File: config.mk
export PLATFORM = sky130hd
export DESIGN_NAME = tile_match_ctrl_flat
export DESIGN_NICKNAME = d
export VERILOG_FILES = /design/src/rtl/tile_match_pkg.sv /design/src/rtl/tile_match_ctrl_if.sv /design/src/rtl/tile_cursor.sv /design/src/rtl/tile_match_ctrl.sv /design/src/flat_wrapper.sv
export SDC_FILE = /design/constraint.sdc
export NUM_CORES = 1
export LEC_CHECK = 0
export CAP_MARGIN = 20
export CORE_MARGIN = 1
export CORE_UTILIZATION = 51
export CTS_CLUSTER_DIAMETER = 60
export DETAILED_ROUTE_END_ITERATION = 6
export HOLD_SLACK_MARGIN = 0.05
export MAX_ROUTING_LAYER = met4
export PLACE_DENSITY_LB_ADDON = 0.08
export SKIP_LAST_GASP = 1
export SLEW_MARGIN = 40
export SYNTH_ARGS = -nofsm -noshare
export SYNTH_HDL_FRONTEND = slang
export SYNTH_SLANG_ARGS = --single-unit
File: constraint.sdc
create_clock -name clk -period 4.2 [get_ports clk]
set_input_delay 0.63 -clock clk [delete_from_list [all_inputs] [get_ports clk]]
set_output_delay 0.63 -clock clk [all_outputs]
set_load 0.05 [all_outputs]
File: src/rtl/tile_match_pkg.sv
// Shared board constants, FSM state type, pair layout and tile-word helpers
// for the tile-matching game controller.
package tile_match_pkg;

    typedef enum logic [2:0] {
        WAIT1,
        WAIT2,
        CMP,
        HOLD,
        WON
    } state_t;

    localparam int unsigned ROWS   = 4;
    localparam int unsigned COLS   = 4;
    localparam int unsigned NTILES = ROWS * COLS;
    localparam int unsigned NPAIRS = NTILES / 2;

    // Tile word layout: {color[5:0], shown, cursor}
    localparam int unsigned WORD_CUR_BIT   = 0;
    localparam int unsigned WORD_UP_BIT    = 1;
    localparam int unsigned WORD_COLOR_LSB = 2;

    // Each nonzero color appears exactly twice so matched tiles never render black.
    localparam logic [5:0] PAIR_LAYOUT [NTILES] = '{
        6'h30, 6'h0C, 6'h03, 6'h3C, 6'h33, 6'h0F, 6'h3F, 6'h15,
        6'h0C, 6'h33, 6'h30, 6'h15, 6'h03, 6'h3C, 6'h0F, 6'h3F
    };

    // XOR with perm is a bijection on 0..15, so shuffled layouts keep their pairs.
    function automatic logic [5:0] tileColor(input logic [3:0] idx, input logic [3:0] perm);
        return PAIR_LAYOUT[idx ^ perm];
    endfunction

    function automatic logic [7:0] packWord(input logic [5:0] color, input logic shown,
                                            input logic cursorHere);
        logic [7:0] w;
        w = '0;
        w[WORD_COLOR_LSB +: 6] = color;
        w[WORD_UP_BIT]         = shown;
        w[WORD_CUR_BIT]        = cursorHere;
        return w;
    endfunction

endpackage

File: src/rtl/tile_match_ctrl_if.sv
// Renderer tile-state read port: renderer drives the tile index, controller
// returns the registered tile word.
interface tile_match_ctrl_if;
    logic [3:0] rd_addr;
    logic [7:0] rd_data;

    modport master (output rd_addr, input rd_data);
    modport slave  (input rd_addr, output rd_data);
endinterface

File: src/rtl/tile_cursor.sv
// Board cursor: one step per pulse, clamped at the edges, priority up > down > left > right.
module tile_cursor
    import tile_match_pkg::*;
(
    input  logic       clk,
    input  logic       rst_n,
    input  logic       clear,
    input  logic       btnUp,
    input  logic       btnDown,
    input  logic       btnLeft,
    input  logic       btnRight,
    output logic [3:0] cursor
);

    logic [1:0] row, col, rowNext, colNext;

    assign row = cursor[3:2];
    assign col = cursor[1:0];

    // Pick the single highest-priority move and clamp it at the board edge.
    always_comb begin
        rowNext = row;
        colNext = col;
        if (btnUp) begin
            if (row != 2'd0) rowNext = row - 2'd1;
        end else if (btnDown) begin
            if (row != 2'(ROWS - 1)) rowNext = row + 2'd1;
        end else if (btnLeft) begin
            if (col != 2'd0) colNext = col - 2'd1;
        end else if (btnRight) begin
            if (col != 2'(COLS - 1)) colNext = col + 2'd1;
        end
    end

    // Cursor register; clear (new game) wins over any move.
    always_ff @(posedge clk or negedge rst_n) begin
        if (!rst_n) begin
            cursor <= '0;
        end else if (clear) begin
            cursor <= '0;
        end else begin
            cursor <= {rowNext, colNext};
        end
    end

endmodule

File: src/rtl/tile_match_ctrl.sv
// Tile-matching game controller: tile state store, pair flip/compare/hold
// sequencing, scoring and the renderer's registered tile-word read port.
module tile_match_ctrl
    import tile_match_pkg::*;
#(
    parameter int unsigned HOLD_CYCLES = 25_000_000
) (
    input  logic              clk,
    input  logic              rst_n,
    input  logic              btn_up,
    input  logic              btn_down,
    input  logic              btn_left,
    input  logic              btn_right,
    input  logic              btn_sel,
    input  logic              new_game,
    tile_match_ctrl_if.slave  rdPort,
    output logic [7:0]        moves,
    output logic [3:0]        pairs_found,
    output logic              game_won,
    output logic              busy
);

    localparam int unsigned CNT_W = (HOLD_CYCLES > 1) ? $clog2(HOLD_CYCLES) : 1;
    localparam logic [CNT_W-1:0] HOLD_LOAD = CNT_W'(HOLD_CYCLES - 1);

    state_t             state, stateNext;
    logic [NTILES-1:0]  tileUp, tileMatched;
    logic [3:0]         lfsr, perm, idxA, idxB, cursor;
    logic [CNT_W-1:0]   holdCnt;
    logic               curFree, rdShown;
    logic               flipCur, latchA, latchB, markMatch, loadHold, hideBoth;

    tile_cursor u_cursor (
        .clk      (clk),
        .rst_n    (rst_n),
        .clear    (new_game),
        .btnUp    (btn_up),
        .btnDown  (btn_down),
        .btnLeft  (btn_left),
        .btnRight (btn_right),
        .cursor   (cursor)
    );

    assign curFree = !tileUp[cursor] && !tileMatched[cursor];
    assign rdShown = tileUp[rdPort.rd_addr] | tileMatched[rdPort.rd_addr];

    // Next-state and datapath strobes for the flip/compare/hold flow.
    always_comb begin
        stateNext = state;
        flipCur   = 1'b0;
        latchA    = 1'b0;
        latchB    = 1'b0;
        markMatch = 1'b0;
        loadHold  = 1'b0;
        hideBoth  = 1'b0;
        case (state)
            WAIT1: if (btn_sel && curFree) begin
                flipCur   = 1'b1;
                latchA    = 1'b1;
                stateNext = WAIT2;
            end
            WAIT2: if (btn_sel && curFree && cursor != idxA) begin
                flipCur   = 1'b1;
                latchB    = 1'b1;
                stateNext = CMP;
            end
            CMP: begin
                if (tileColor(idxA, perm) == tileColor(idxB, perm)) begin
                    markMatch = 1'b1;
                    stateNext = (pairs_found == 4'(NPAIRS - 1)) ? WON : WAIT1;
                end else begin
                    loadHold  = 1'b1;
                    stateNext = HOLD;
                end
            end
            HOLD: if (holdCnt == '0) begin
                hideBoth  = 1'b1;
                stateNext = WAIT1;
            end
            WON:     stateNext = WON;
            default: stateNext = WAIT1;
        endcase
        busy     = (state == CMP) || (state == HOLD);
        game_won = (state == WON);
    end

    // FSM state register; new_game restarts from any state.
    always_ff @(posedge clk or negedge rst_n) begin
        if (!rst_n) begin
            state <= WAIT1;
        end else if (new_game) begin
            state <= WAIT1;
        end else begin
            state <= stateNext;
        end
    end

    // Free-running x^4+x^3+1 LFSR used as the shuffle source.
    always_ff @(posedge clk or negedge rst_n) begin
        if (!rst_n) begin
            lfsr <= 4'b1001;
        end else begin
            lfsr <= {lfsr[2:0], lfsr[3] ^ lfsr[2]};
        end
    end

    // Tile store, selected indices, hold timer and score counters.
    always_ff @(posedge clk or negedge rst_n) begin
        if (!rst_n) begin
            perm        <= '0;
            tileUp      <= '0;
            tileMatched <= '0;
            idxA        <= '0;
            idxB        <= '0;
            holdCnt     <= '0;
            moves       <= '0;
            pairs_found <= '0;
        end else if (new_game) begin
            perm        <= lfsr;
            tileUp      <= '0;
            tileMatched <= '0;
            moves       <= '0;
            pairs_found <= '0;
        end else begin
            if (flipCur) tileUp[cursor] <= 1'b1;
            if (latchA) idxA <= cursor;
            if (latchB) idxB <= cursor;
            if (state == CMP && moves != 8'hFF) moves <= moves + 8'd1;
            if (markMatch) begin
                tileMatched[idxA] <= 1'b1;
                tileMatched[idxB] <= 1'b1;
                pairs_found       <= pairs_found + 4'd1;
            end
            if (loadHold) begin
                holdCnt <= HOLD_LOAD;
            end else if (state == HOLD && holdCnt != '0) begin
                holdCnt <= holdCnt - 1'b1;
            end
            if (hideBoth) begin
                tileUp[idxA] <= 1'b0;
                tileUp[idxB] <= 1'b0;
            end
        end
    end

    // Registered tile word for the renderer.
    always_ff @(posedge clk or negedge rst_n) begin
        if (!rst_n) begin
            rdPort.rd_data <= '0;
        end else begin
            rdPort.rd_data <= packWord(tileColor(rdPort.rd_addr, perm), rdShown,
                                       (cursor == rdPort.rd_addr) && !rdShown);
        end
    end

endmodule

File: src/flat_wrapper.sv
// flat-port wrapper written by rule: the top's interface ports become plain ports
module tile_match_ctrl_flat import tile_match_pkg::*;
#(
    parameter int unsigned HOLD_CYCLES = 25_000_000
)
  (clk, rst_n, btn_up, btn_down, btn_left, btn_right, btn_sel, new_game, moves, pairs_found, game_won, busy, rdPort_rd_addr, rdPort_rd_data);
  tile_match_ctrl_if rdPort_i ();
  input  logic clk;
  input  logic rst_n;
  input  logic btn_up;
  input  logic btn_down;
  input  logic btn_left;
  input  logic btn_right;
  input  logic btn_sel;
  input  logic new_game;
  output logic [7:0] moves;
  output logic [3:0] pairs_found;
  output logic game_won;
  output logic busy;
  input wire logic [$bits(rdPort_i.rd_addr)-1:0] rdPort_rd_addr;
  output wire logic [$bits(rdPort_i.rd_data)-1:0] rdPort_rd_data;
  assign rdPort_i.rd_addr = rdPort_rd_addr;
  assign rdPort_rd_data = rdPort_i.rd_data;
  tile_match_ctrl #(.HOLD_CYCLES(HOLD_CYCLES)) u_core (.clk(clk), .rst_n(rst_n), .btn_up(btn_up), .btn_down(btn_down), .btn_left(btn_left), .btn_right(btn_right), .btn_sel(btn_sel), .new_game(new_game), .rdPort(rdPort_i), .moves(moves), .pairs_found(pairs_found), .game_won(game_won), .busy(busy));
endmodule
==> results.json, run 1 <==
{
  "status": "finished, violations left",
  "violations": "design-rule violations",
  "port_buffers": 33,
  "root_buffer": "clkbuf_16",
  "drt-met1-wl_mm": 6.64,
  "hpwl_mm": 9.86,
  "fp_util_pct": 53.3,
  "hold_viol": 0,
  "die_w_um": 112,
  "internal-power_uw": 1930,
  "grt_pass1_vias": 4615,
  "r2r_setup_slack_ps": 300,
  "cts_setup_buffers": 0,
  "maxPowerGroup": "registers",
  "synth_area_per_cell_um2": 10.0,
  "lay_top_cells": "dfrtp_1 (98), nor2_1 (88), nand2_1 (58)",
  "met2_length_mm": 6.63,
  "place_inst": 765,
  "syn_inst": 618,
  "drt_iter0_markers": 388,
  "fin_hold_ws_ps": 275,
  "critical_path_class": "reg -> reg",
  "hp-class": "in -> async",
  "cts_tree": "yes",
  "netlist_area_mm2": 0.00619,
  "postCtsHoldBufs": 0,
  "top_area_cell": "dfrtp_1",
  "async_flop_share_pct": 100,
  "setup_viol": 0,
  "regArea_mm2": 0.00250,
  "ys_cells": 618,
  "floorplan.nets": 646,
  "synth_top_area_share_pct": 39.6,
  "avgViaCountPerCell": 6.05,
  "p_sw_uw": 1090,
  "cp_num_buf_inv": 2,
  "powerDensity_mw_per_mm2": 440,
  "finalSetupTns_ps": 0,
  "row_count": 39,
  "maxCapViolations": 0,
  "final_antenna_net_count": 0,
  "p_seq_share_pct": 40.8,
  "cp_max_fo": 16,
  "wl_met3_um": 787,
  "fin_cells": 780,
  "critPathLaunch": "u_core.idxB[1]",
  "cp-end-kind": "flop",
  "n_antenna_cell": 0,
  "place_area_mm2": 0.00656,
  "relSlewSlack_pct": 47.8,
  "drc": 1,
  "dp_slack_ps": 358,
  "ir_drop_v": 0.000336,
  "num_vias": 4721,
  "antenna_found_initial": 0,
  "die_h_um": 112,
  "fmax_ghz": 0.256,
  "min_period_ps": 3900,
  "ff_type": "dfrtp_1",
  "reg2reg_depth": 9,
  "place.gp.congestion": 0.838,
  "worst_path_max_delay_cell": "or4_1",
  "lay_top_count": "dfrtp_1",
  "cp_cell_sequence": "xor2_1 > inv_1 > ha_1 > mux4_2 > xnor2_1 > or4_1 > or4_1 > buf_4 > o31ai_1",
  "seq-power_uw": 1230,
  "clock_path_buffers": 2,
  "pwr.group.clock_uw": 842,
  "switching_share_pct": 36.1,
  "crit_path_end": "u_core.tileMatched[2]",
  "r2r_start": "u_core.idxB[1]",
  "pg_comb_uw": 942,
  "comb_area_mm2": 0.00342,
  "fin_crit_sh_pct": 93.0,
  "finalPower_uw": 3010,
  "topCellsByArea": "dfrtp_1 (40%), nor2_1 (5.3%), xnor2_1 (3.8%), mux4_2 (3.6%), nand2_1 (3.5%)",
  "ys_ff": 100,
  "warnings": 36
}
[run 1: worst reg2reg max path: cells and delay by family (launching register included)]
kind,cells,cell delay [ps]
fa+ha+maj,1,340
simple gates,2,1320
mux,1,480
buf+inv,2,450
flops,1,490
compound gates,1,270
xor+xnor,2,460
[run 1: synthesized netlist by cell type, types with 3 or more instances]
library cell and n:
inv_1 20, ha_1 16, a211oi_1 3, mux2_2 14
a22oi_1 10, or4_1 8, nand3_1 5, xor2_2 3
buf_2 5, nor3_1 21, clkbuf_1 21, o311ai_0 3
o21ai_0 20, or2_2 4, a21oi_1 16, mux4_2 10
and3_1 11, and2_1 4, o31ai_4 10, mux2i_1 10
xor2_1 22, nor2_1 88, a32oi_1 6, xnor2_1 27
or3_1 6, o211ai_1 3, nand2_1 58, o31ai_1 7
nand4_1 6, o41ai_1 3, nor2b_1 12, o221a_2 16
dfrtp_1 98, buf_1 4, nor4_1 11
[run 1: flip-flops by register name, indices dropped and copies added (netlist names), 8 cells and up]
register,cells
u_core.rdPort.rd_data,8
u_core.tileUp,16
u_core.tileMatched,16
u_core.holdCnt,25
u_core.moves,8
[run 1: layout make-up]
| cell class | instances | share of cell area, % |
|---|---|---|
| sequential | 100 | 36.5 |
| clock buffer | 12 | 3.60 |
| timing repair buffer | 39 | 5.42 |
| multi-input combinational | 461 | 50.0 |
| inverter | 22 | 1.20 |
| tap | 143 | 2.61 |
| clock inverter | 3 | 0.675 |
[run 1: cells by family after synthesis]
| group | Yosys count | share of synthesized area, % |
|---|---|---|
| and+or+nand+nor | 241 | 18.3 |
| AOI/OAI and AO/OA | 113 | 16.3 |
| DFF | 100 | 40.5 |
| xor gates and xnor gates | 57 | 9.77 |
| buffers and inverters | 57 | 4.19 |
| muxes | 34 | 7.80 |
| adders and majority gates | 16 | 3.23 |
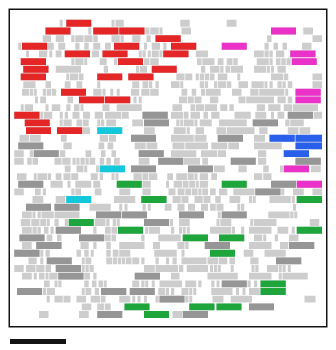
*Where the registers sit, run 1*
Scale bar: 20 µm.
| color | signal | flops |
|---|---|---|
| red | u_core.holdCnt | 25 |
| cyan | u_core.state | 3 |
| blue | u_core.lfsr | 4 |
| green | u_core.tileUp | 16 |
| magenta | u_core.rdPort.rd_data | 8 |
not colored: 44

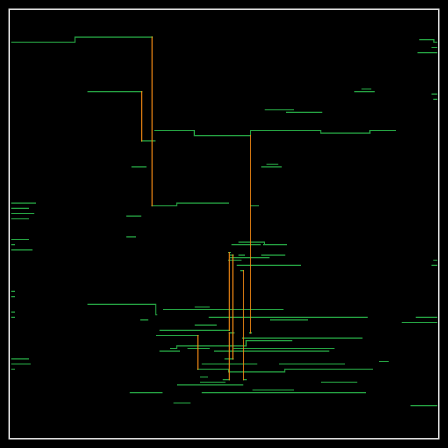
*Signal wires by layer, run 1*
Only two layers are drawn.
| color | layer | wire length |
|---|---|---|
| green | metal 3 | 787 µm |
| orange | metal 4 | 206 µm |

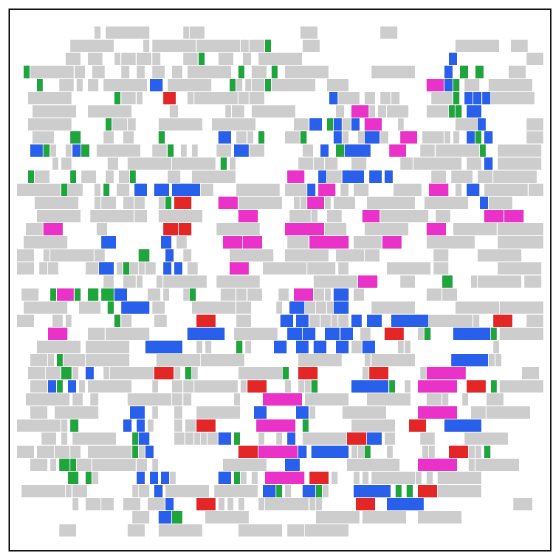
*Logic cells by family, run 1*
| color | family | cells | most used |
|---|---|---|---|
| green | NAND gates | 72 | nand2_1 |
| magenta | multiplexers | 34 | mux2_2 |
| red | AND-OR and OR-AND gates | 21 | o221a_2 |
| blue | inverting AOI/OAI gates | 92 | o21ai_0 |

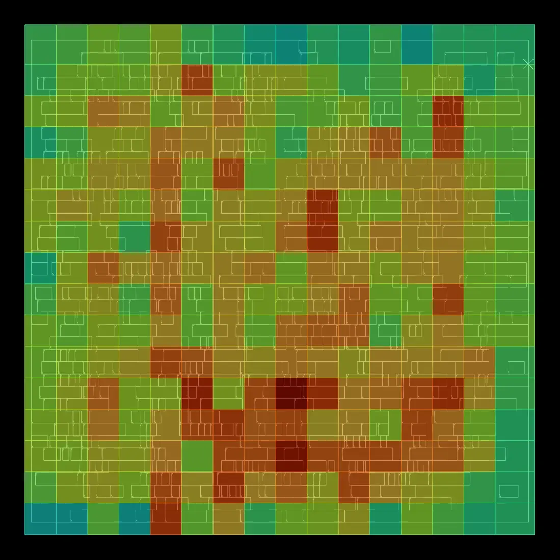
*Congestion heat map, run 1*
grt met3 use: 5.24%
Total GRT Usage: 24.9%
post-layout util: 59.0%
met2 usage: 38.3%
GR peak layer: met2

### Met4 routing, run 1

Scale bar: 20 µm.
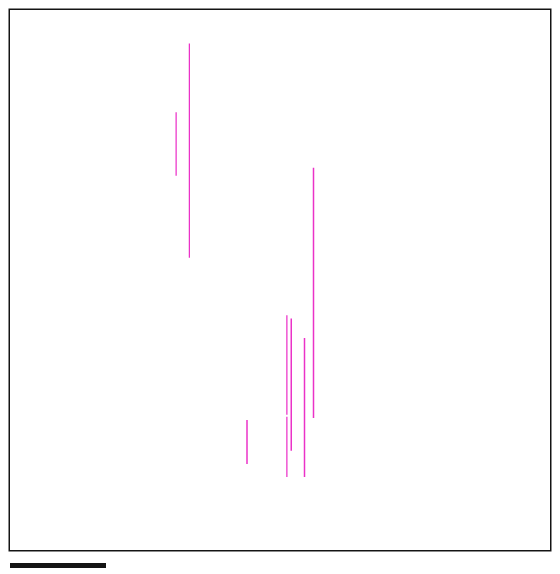

==> run 2, diff against run 1 <==
RECOVER_POWER = 100   (was unset)
SKIP_LAST_GASP = unset   (was 1)
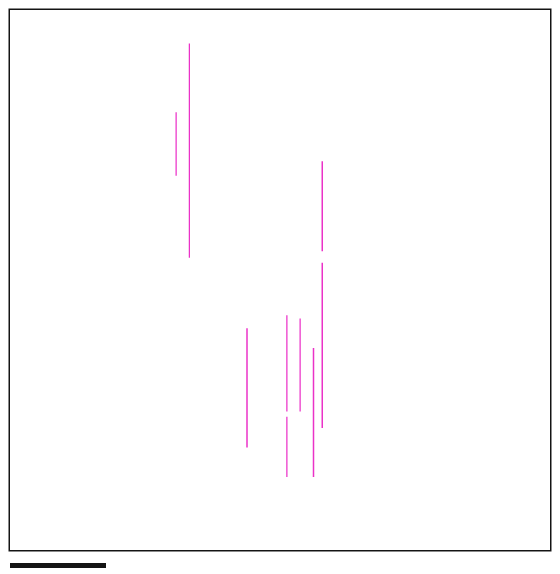
*Met4 routing, run 2*
Scale bar: 20 µm.
main direction: vertical
share of all routed wire: 1.5%
longest straight run: 44.2 µm
wire length on this layer: 212 µm
nets with wire on the layer: 7

==> run 2 against run 1 <==
Net effect: the run ends with design-rule violations, max-capacitance violations, max-slew violations left; maximum frequency up 1.6%; final area is 2.1% lower; sequential power hardly changed; clock-buffer cell count unchanged; combinational power is 2.2% lower.
==> results.json, run 2 <==
{
  "status": "finished, violations left",
  "violations": "design-rule violations, max-capacitance violations, max-slew violations",
  "drc": 1,
  "cts_setup_buffers": 0,
  "lay_top_count": "dfrtp_1",
  "worstReg2RegEnd": "u_core.tileMatched[14]",
  "hold_viol": 0,
  "min_period_ps": 3840,
  "num_vias": 4697,
  "drive_above_1_share_pct": 12.1,
  "lay_top_cells": "dfrtp_1 (98), nor2_1 (88), nand2_1 (58)",
  "grt_pass1_vias": 4615,
  "async_flop_share_pct": 100,
  "crit_path_end": "u_core.tileMatched[14]",
  "netlist_area_mm2": 0.00619,
  "fin_crit_sh_pct": 91.5,
  "syn_inst": 618,
  "dp_slack_ps": 358,
  "ir_drop_v": 0.000336,
  "r2r_start": "u_core.idxB[1]",
  "critical_path_class": "reg -> reg",
  "final_core_util_pct": 57.8,
  "setup_viol": 0,
  "floorplan.nets": 646,
  "fin_skew_ps": 8.83,
  "row_count": 39,
  "maxCapViolations": 1,
  "top_area_cell": "dfrtp_1",
  "r2r_setup_slack_ps": 360,
  "finalPower_uw": 2990,
  "grt_pass1_wl_mm": 23.6,
  "ff_type": "dfrtp_1",
  "synth_top_area_share_pct": 39.6,
  "cts_tree": "yes",
  "fmax_ghz": 0.260,
  "fin_cells": 780,
  "io_pins": 34,
  "grt_use_total_pct": 24.9,
  "synthTopCellsByCount": "dfrtp_1 (98), nor2_1 (88), nand2_1 (58)",
  "slew_violations": 76,
  "die_w_um": 112,
  "cp_max_fo": 16,
  "finalSetupTns_ps": 0,
  "synth.most_common_cell": "dfrtp_1",
  "clk_pin_slew_ps": 70,
  "powerDensity_mw_per_mm2": 445,
  "place_area_mm2": 0.00656,
  "root_buffer": "clkbuf_16",
  "hp-class": "reg -> reg",
  "ys_ff": 100,
  "clock_path_buffers": 2,
  "postCtsHoldBufs": 0,
  "hpwl_mm": 9.86,
  "fin_hold_ws_ps": 389,
  "port_buffers": 33,
  "relSlewSlack_pct": -27.3,
  "warnings": 36,
  "first_pass_iters": 7,
  "place_inst": 765,
  "worstPathRequired_ps": 4440,
  "final_antenna_net_count": 0,
  "avgViaCountPerCell": 6.02,
  "topCellsByArea": "dfrtp_1 (40%), nor2_1 (5.3%), xnor2_1 (3.8%), mux4_2 (3.6%), nand2_1 (3.5%)",
  "num-nets-final": 661,
  "antenna_found_initial": 0,
  "yosys_warnings": 0,
  "largest-register": "u_core.holdCnt",
  "design_area_mm2": 0.00671,
  "top_regs": "u_core.holdCnt x25, u_core.tileMatched x16, u_core.tileUp x16",
  "cp-end-kind": "flop",
  "fp_util_pct": 53.3,
  "reg2reg_depth": 9,
  "critPathLaunch": "u_core.idxB[1]",
  "largest_reg_flops": 25,
  "n_antenna_cell": 0,
  "ys_cells": 618,
  "synth_area_per_cell_um2": 10.0,
  "place.gp.congestion": 0.838,
  "die_h_um": 112,
  "drt_iter0_markers": 384
}
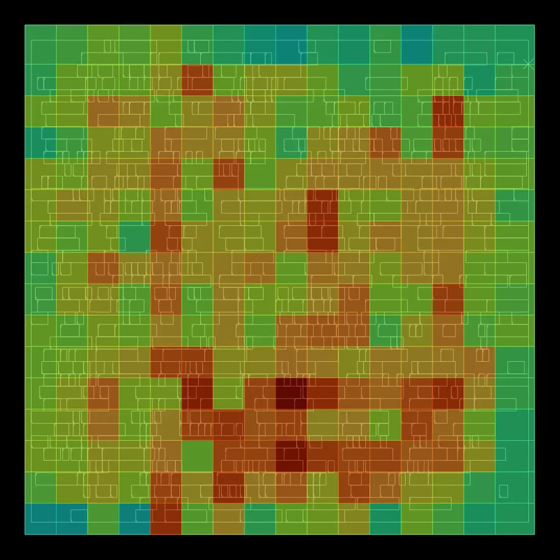
*Congestion heat map, run 2*
Avg WL per Cell: 18.4 µm
GRT met1 Usage: 33.8%

-- run 2: metal layers --
| metal | up-vias | GRT usage [%] | routed length (µm) |
|---|---|---|---|
| li1 | 2238 | - | - |
| met1 | 2313 | 33.8 | 6870 |
| met2 | 128 | 38.3 | 6630 |
| met3 | 18 | 5.24 | 663 |
| met4 | 0 | 6.49 | 211 |
| met5 | - | - | 0 |
-- run 2: cell type report --
type / count / area (µm²) / area share [%]
clock inverter: 3 / 46.3 / 0.690
inverter: 22 / 82.6 / 1.23
tap: 143 / 179 / 2.66
timing repair buffer: 39 / 355 / 5.29
multi-input combinational: 461 / 3300 / 49.1
clock buffer: 12 / 246 / 3.67
sequential: 100 / 2500 / 37.3
-- run 2: critical path: cells and delay by family (launching register included) --
kind / cells / cell delay, ps
AOI/OAI and AO/OA: 1 / 260
xor gates and xnor gates: 2 / 450
adders and majority gates: 1 / 340
buffers and inverters: 2 / 410
DFF: 1 / 490
muxes: 1 / 480
and+or+nand+nor: 2 / 1290
-- run 2: cells by family after synthesis --
family,synth area share [%]
buffers and inverters,4.19
adders and majority gates,3.23
muxes,7.80
xor gates and xnor gates,9.77
AOI/OAI and AO/OA,16.3
DFF,40.5
and+or+nand+nor,18.3
-- run 2: power breakdown --
part / switching [µW] / total, µW / internal (µW)
clock network: 363 / 841 / 478
logic: 560 / 921 / 361
registers: 148 / 1230 / 1080
No activity file was given, so power comes from the tool's default toggle rates.
